==> src/rtl/stream_packet_framer.sv <==
// Packet framer: groups a valid/ready word stream into packets of effLen words,
// prepends an 0xA5 header (magic, sequence, length) and flags the last payload word.
module stream_packet_framer #(
  parameter int DATA_WIDTH = 32,
  parameter int MAX_LEN    = 16,
  parameter int SEQ_WIDTH  = 8
) (
  input  logic                  clk,
  input  logic                  reset,
  input  logic                  enable,
  input  logic [15:0]           pktLen,
  input  logic [DATA_WIDTH-1:0] dataIn,
  input  logic                  dataInValid,
  output logic                  dataInReady,
  output logic [DATA_WIDTH-1:0] dataOut,
  output logic                  dataOutValid,
  input  logic                  dataOutReady,
  output logic                  dataOutLast,
  output logic [SEQ_WIDTH-1:0]  seqNum
);

  typedef enum logic {IDLE, PAYLOAD} state_t;

  localparam logic [15:0] MAX_LEN_W = 16'(MAX_LEN);

  state_t                  state, state_next;
  logic [15:0]             remaining;
  logic [15:0]             eff_len;
  logic [DATA_WIDTH-1:0]   header;
  logic                    slot_free;
  logic                    start;
  logic                    in_hs;
  logic                    last_hs;

  // The output register can take a new word when empty or being emptied this cycle.
  assign slot_free   = !dataOutValid || dataOutReady;
  assign dataInReady = !reset && (state == PAYLOAD) && slot_free;
  assign start       = (state == IDLE) && enable && dataInValid && slot_free;
  assign in_hs       = dataInValid && dataInReady;
  assign last_hs     = in_hs && (remaining == 16'd1);

  // NOTE: every signal written in always_comb gets a default first, so no latch is inferred.
  always_comb begin
    eff_len       = pktLen;
    header        = '0;
    if (pktLen == 16'd0 || pktLen > MAX_LEN_W) eff_len = MAX_LEN_W;
    header[31:0]  = {8'hA5, 8'(seqNum), eff_len};
  end

  always_comb begin
    state_next = state;
    case (state)
      IDLE:    if (start)   state_next = PAYLOAD;
      PAYLOAD: if (last_hs) state_next = IDLE;
      default: state_next = IDLE;
    endcase
  end

  always_ff @(posedge clk) begin
    if (reset) state <= IDLE;
    else       state <= state_next;
  end

  // NOTE: sequential state uses non-blocking assignments so every flop samples pre-edge values.
  always_ff @(posedge clk) begin
    if (reset) begin
      dataOut      <= '0;
      dataOutValid <= 1'b0;
      dataOutLast  <= 1'b0;
      seqNum       <= '0;
      remaining    <= '0;
    end else if (start) begin
      dataOut      <= header;
      dataOutValid <= 1'b1;
      dataOutLast  <= 1'b0;
      remaining    <= eff_len;
    end else if (in_hs) begin
      dataOut      <= dataIn;
      dataOutValid <= 1'b1;
      dataOutLast  <= last_hs;
      remaining    <= remaining - 16'd1;
      if (last_hs) seqNum <= seqNum + SEQ_WIDTH'(1);
    end else if (dataOutReady) begin
      dataOutValid <= 1'b0;
      dataOutLast  <= 1'b0;
    end
  end

endmodule

==> config.mk <==
export PLATFORM = sky130hd
export DESIGN_NAME = stream_packet_framer
export DESIGN_NICKNAME = d
export VERILOG_FILES = /design/src/rtl/stream_packet_framer.sv
export SDC_FILE = /design/constraint.sdc
export NUM_CORES = 1
export LEC_CHECK = 0
export CORE_MARGIN = 1
export CORE_UTILIZATION = 44
export DETAILED_ROUTE_END_ITERATION = 6
export MAX_ROUTING_LAYER = met4
export PLACE_DENSITY = 0.81
export SLEW_MARGIN = 40
export SYNTH_ARGS = -nofsm -noshare
export SYNTH_HDL_FRONTEND = slang
export SYNTH_SLANG_ARGS = --single-unit
==> constraint.sdc <==
create_clock -name clk -period 2.3 [get_ports clk]
set_input_delay 0.46 -clock clk [delete_from_list [all_inputs] [get_ports clk]]
set_output_delay 0.46 -clock clk [all_outputs]
set_load 0.01 [all_outputs]
### Gate families picked out, run 1

Scale: 6 px per µm.
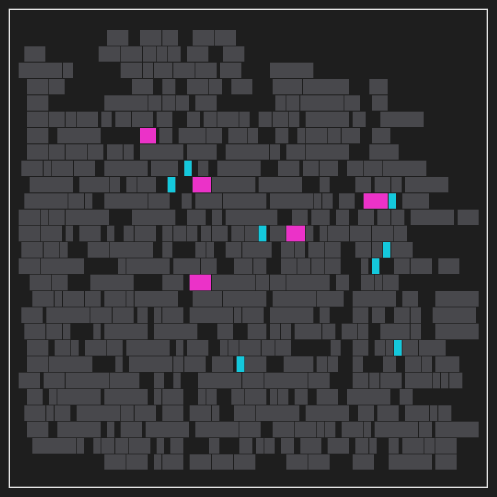
Key: non-inverting ao/oa cells = magenta [cells 5]; inv cells = cyan [cells 8, most used inv_1]

### Drive-strength map, run 1

Scale: 6 px per µm.
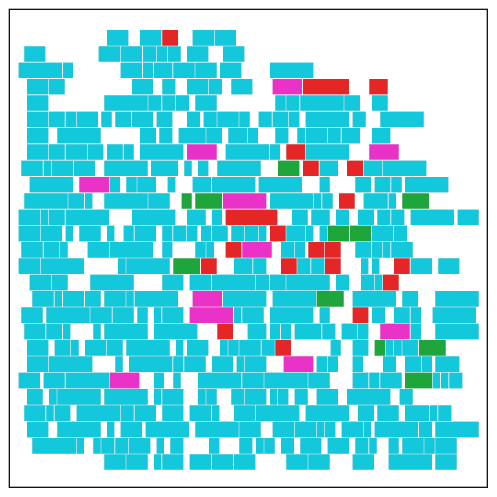
Key: x2 = green [cells 11, share 2.7%, most used nor4_2]; x1 and smaller = cyan [cells 361, share 90%, most used clkdlybuf4s50_1]; x3 and x4 = red [cells 20, share 5.0%, most used buf_4]; x6 and larger = magenta [cells 11, share 2.7%, most used clkbuf_8]
finished layout cell area: 3920 µm²
worst setup margin: 0.0983 ns

==> impl_metrics.py, run 1 <==
# Physical implementation metrics
metrics = {
    "final_layout": {
        "fin_cells": 475,
        "top_regs": "dataOut (32), remaining (16), seqNum (8)",
        "lay_top_count": "clkdlybuf4s50_1",
        "n_antenna_cell": 0,
    },
    "die": {
        "rows": 27,
        "die_w_um": 79.4,
        "die_area_um2": 6310,
    },
    "clock_network": {
        "htree_num_levels": 3,
        "cts_sinks": 59,
        "hold_buffers": 0,
        "cts_setup_buffers": 0,
    },
    "logic_synthesis": {
        "async_flop_share_pct": 0,
        "topCellsByArea": "dfxtp_1, a22oi_1, nor2_1",
        "ys_sh_mux_pct": 1.99,
        "avgSynthCellArea_um2": 9.00,
        "synth.cell_area_um2": 2640,
        "edf_count": 0,
    },
    "outcome": {
        "status": "completed",
    },
    "power": {
        "p_switching_uw": 694,
        "top_power_group": "registers",
        "p_clk_uw": 807,
        "pwr-share-clk_pct": 33.6,
    },
    "critical_path": {
        "crit_required_ns": 1.84,
        "critPathMaxStageDelay_ns": 0.54,
        "critPathCaptureType": "primary output",
        "worstPathArrival_ns": 1.74,
    },
    "min_path": {
        "holdPathStages": 2,
        "worstHoldEndpoint": "dataOut[30]$_SDFFE_PP0P_",
    },
    "sta": {
        "finClkSkew_ns": 0.0134,
        "setup_viol": 0,
        "layout_worst_path_cycle_share_pct": 95.7,
        "whs_ns": 0.458,
        "grt_setup_unrepaired": "no",
    },
    "route": {
        "drt-vias-per-instance": 5.64,
        "drt_iter0_drc": 148,
    },
    "flow_run": {
        "tool_warnings": 27,
    },
    "place": {
        "place.gp.congestion": 0.818,
    },
}
### Routing congestion, run 1

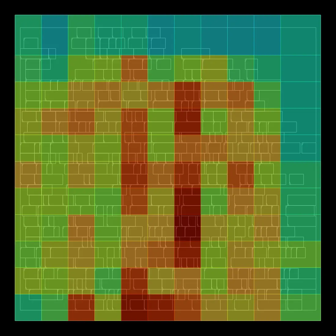
detailed-route wire length per cell: 15.8 µm
met1 usage: 31.8%
Core Util, Final: 69.4%
met2 usage: 40.4%
met3 Use GR: 8.00%

### M3 wires, run 1

Scale: 3 px per µm.
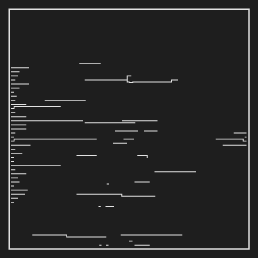
The layer carries 402 µm of wire. The layer holds 5.4% of the routed length. The wires run mostly horizontal. The longest straight run is 27.4 µm.

-- run 1: Yosys cell counts (all sizes together) (2+ instances only) --
master  instances
a211oi          2
mux2i           3
dfxtp          59
xor2            2
nand2b          2
nand2          14
o22ai          13
o21ai           8
clkbuf         10
inv             8
nor3           13
a31oi           4
nand3          10
nand4           9
or4             4
o311ai          3
buf             7
nor2b           5
o31ai          11
nor2           29
mux2            2
a22oi          16
a21oi          21
or3             5
nor4           10
ha              3
and3            3
-- run 1: worst max-delay path by stage --
stage,from,end,slack [ns],depth (start not counted)
2_1_floorplan,remaining[0]$_SDFFE_PP0P_,seqNum[7]$_SDFFE_PP0P_,0.53,6
3_3_place_gp,reset,dataOut[1]$_SDFFE_PP0P_,0.03,6
3_5_place_dp,reset,remaining[0]$_SDFFE_PP0P_,0.01,6
4_1_cts,reset,dataInReady,0.10,4
5_1_grt,reset,dataInReady,0.006,4
6_report,reset,dataInReady,0.1,4
-- run 1: cells by family after synthesis --
logic type | count (synthesis)
AND/OR/NAND/NOR | 109
AND-OR/OR-AND | 89
flip-flops | 59
buffers and inverters | 25
multiplexers | 5
XOR/XNOR | 3
adder cells (fa/ha/maj) | 3
-- run 1: layout make-up --
cell class                      instances  area, µm²  area share [%]
Multi-Input combinational cell        209       1350            34.4
Sequential cell                        59       1180            30.2
Timing Repair Buffer                  111       1100            28.0
Clock buffer                           10        128            3.26
Tap cell                               72       90.1            2.30
Clock inverter                          6       42.5            1.09
Inverter                                8       30.0           0.767
-- run 1: layer usage --
metal	wire (µm)	track usage, %
met2	3620	40.4
met5	0	-
met1	3390	31.8
met3	402	8.00
met4	83	8.91
-- run 1: critical path, delay by kind of cell --
family                 cells  cell delay, ns
buffers and inverters      2            0.98
AND/OR/NAND/NOR            2            0.30
### Signal wires on met2, run 1

Scale: 3 px per µm.
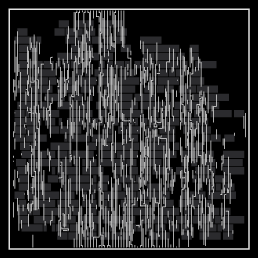

==> run 2: changes to the inputs <==
Settings changed: CORE_ASPECT_RATIO set to 1.1, CORE_UTILIZATION 44 to 48, PLACE_DENSITY 0.81 to 0.87, RECOVER_POWER set to 50.
Clock period 2.3 ns to 2.75 ns, I/O delays scaled along.
### Signal wires on met2, run 2

Scale: 3 px per µm.
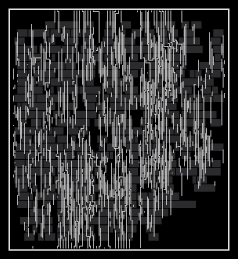
The wires run mostly vertical. The layer holds 50% of the routed length. The longest straight run is 29.1 µm. 390 nets have wire on it. The layer carries 3760 µm of wire.

==> impl_metrics.py, run 2 <==
# Physical implementation metrics
metrics = {
    "final_layout": {
        "top_regs": "dataOut (32), remaining (16), seqNum (8)",
        "comb_area_um2": 1350,
        "area_share_nonclk_buffers_pct": 25.5,
        "sh_comb_area_pct": 34.5,
        "seq-cell-share_pct": 30.2,
        "logic_gate_count": 209,
        "inverters_excl_clock": 8,
        "lay_top_count": "dfxtp_1",
        "seq_cells": 59,
        "seq_area_um2": 1180,
        "fin_cells": 466,
        "n_clock_buffer": 12,
        "dominant_cells": "logic gates",
        "n_antenna_cell": 0,
    },
    "global_route": {
        "grt_use_met1_pct": 32.3,
        "grt_pass1_wl_mm": 11.9,
        "use_met2_pct": 44.9,
        "use_met3_pct": 8.21,
        "grt_most_used_layer": "met2",
        "grt_overflow": 0,
    },
    "logic_synthesis": {
        "topCellsByArea": "dfxtp_1, a22oi_1, nor2_1",
        "top_cell": "dfxtp_1",
        "common_cells": "dfxtp_1, nor2_1, a21oi_1, a22oi_1, nand2_1",
        "synth.cell_area_um2": 2640,
        "yosysWarningCount": 0,
        "avgSynthCellArea_um2": 9.00,
        "edf_count": 0,
    },
    "clock_network": {
        "hold_buffers": 0,
        "htree_num_levels": 3,
        "clockBufferDepth": 2,
        "cts_sinks": 59,
        "cts_setup_buffers": 0,
    },
    "route": {
        "drt-vias-per-instance": 5.91,
        "wl_met1_mm": 3.10,
        "wire_per_inst_um": 16.1,
        "wl_met2_mm": 3.76,
        "drt_pass1_iterations": 4,
        "met3WireLength_um": 532,
        "drt_iter0_drc": 157,
    },
    "min_path": {
        "holdPathStages": 2,
    },
    "sta": {
        "grt_setup_unrepaired": "no",
        "layout_worst_path_cycle_share_pct": 92.3,
        "setup_viol": 0,
    },
    "die": {
        "die_w_um": 72.7,
        "tap_cells": 72,
        "rows": 27,
        "die_area_um2": 5800,
    },
    "place": {
        "place.gp.congestion": 0.816,
        "io_buffers": 95,
    },
    "flow_run": {
        "tool_warnings": 27,
    },
    "critical_path": {
        "critical-path-top-delay-family": "buffers and inverters",
        "critPathBufInv": 2,
        "critPathMaxStageDelay_ns": 0.57,
        "crit_required_ns": 2.20,
        "critPathCaptureType": "primary output",
    },
    "outcome": {
        "status": "completed",
    },
}
run 2: cell counts after synthesis:
Identical to the previous run, type by type.
run 2: through the flow:
step	total power, mW	hold slack [ns]	cell area (µm²)	setup slack (ns)	utilization, %
floorplan	1.17	0.461	2640	0.965	-
global placement	1.32	0.441	3650	0.293	71.1
detailed placement	1.33	0.450	3650	0.291	71.1
CTS	2.34	0.456	3910	0.290	76.2
global route	2.40	0.476	3910	0.154	76.1
finish	2.32	0.448	3910	0.212	76.1
run 2: logic make-up after synthesis:
family                   Yosys count  share of synthesized area (%)
multiplexers                       5                           1.99
AND-OR/OR-AND                     89                           22.6
flip-flops                        59                           44.8
AND/OR/NAND/NOR                  109                           23.9
buffers and inverters             25                           4.32
XOR/XNOR                           3                          0.996
adder cells (fa/ha/maj)            3                           1.42
run 2: worst reg2reg max path, stage by stage, from the launching register on:
cell	delay, ns
dfxtp_1	0.43
ha_1	0.18
nor4b_4	0.23
nand4_2	0.33
nor4_2	0.39
mux2_1	0.36
run 2: power by group through the flow:
stage	clock network, mW	registers (mW)	logic, mW
6_report	1.02	0.937	0.368
5_1_grt	1.06	0.945	0.399
4_1_cts	1.02	0.938	0.376
3_5_place_dp	0	0.957	0.371
3_3_place_gp	0	0.954	0.364
2_1_floorplan	0	0.960	0.209
run 2: path summary, 6_finish.rpt:
kind                                   from                        to  slack [ns]
setup / recovery               dataOutReady               dataInReady        0.21
setup reg to reg  remaining[0]$_SDFFE_PP0P_    seqNum[6]$_SDFFE_PP0P_        0.70
hold / removal     dataOut[27]$_SDFFE_PP0P_  dataOut[27]$_SDFFE_PP0P_        0.45
hold reg to reg    dataOut[27]$_SDFFE_PP0P_  dataOut[27]$_SDFFE_PP0P_        0.45
Power is estimated from default activity; no workload was simulated.
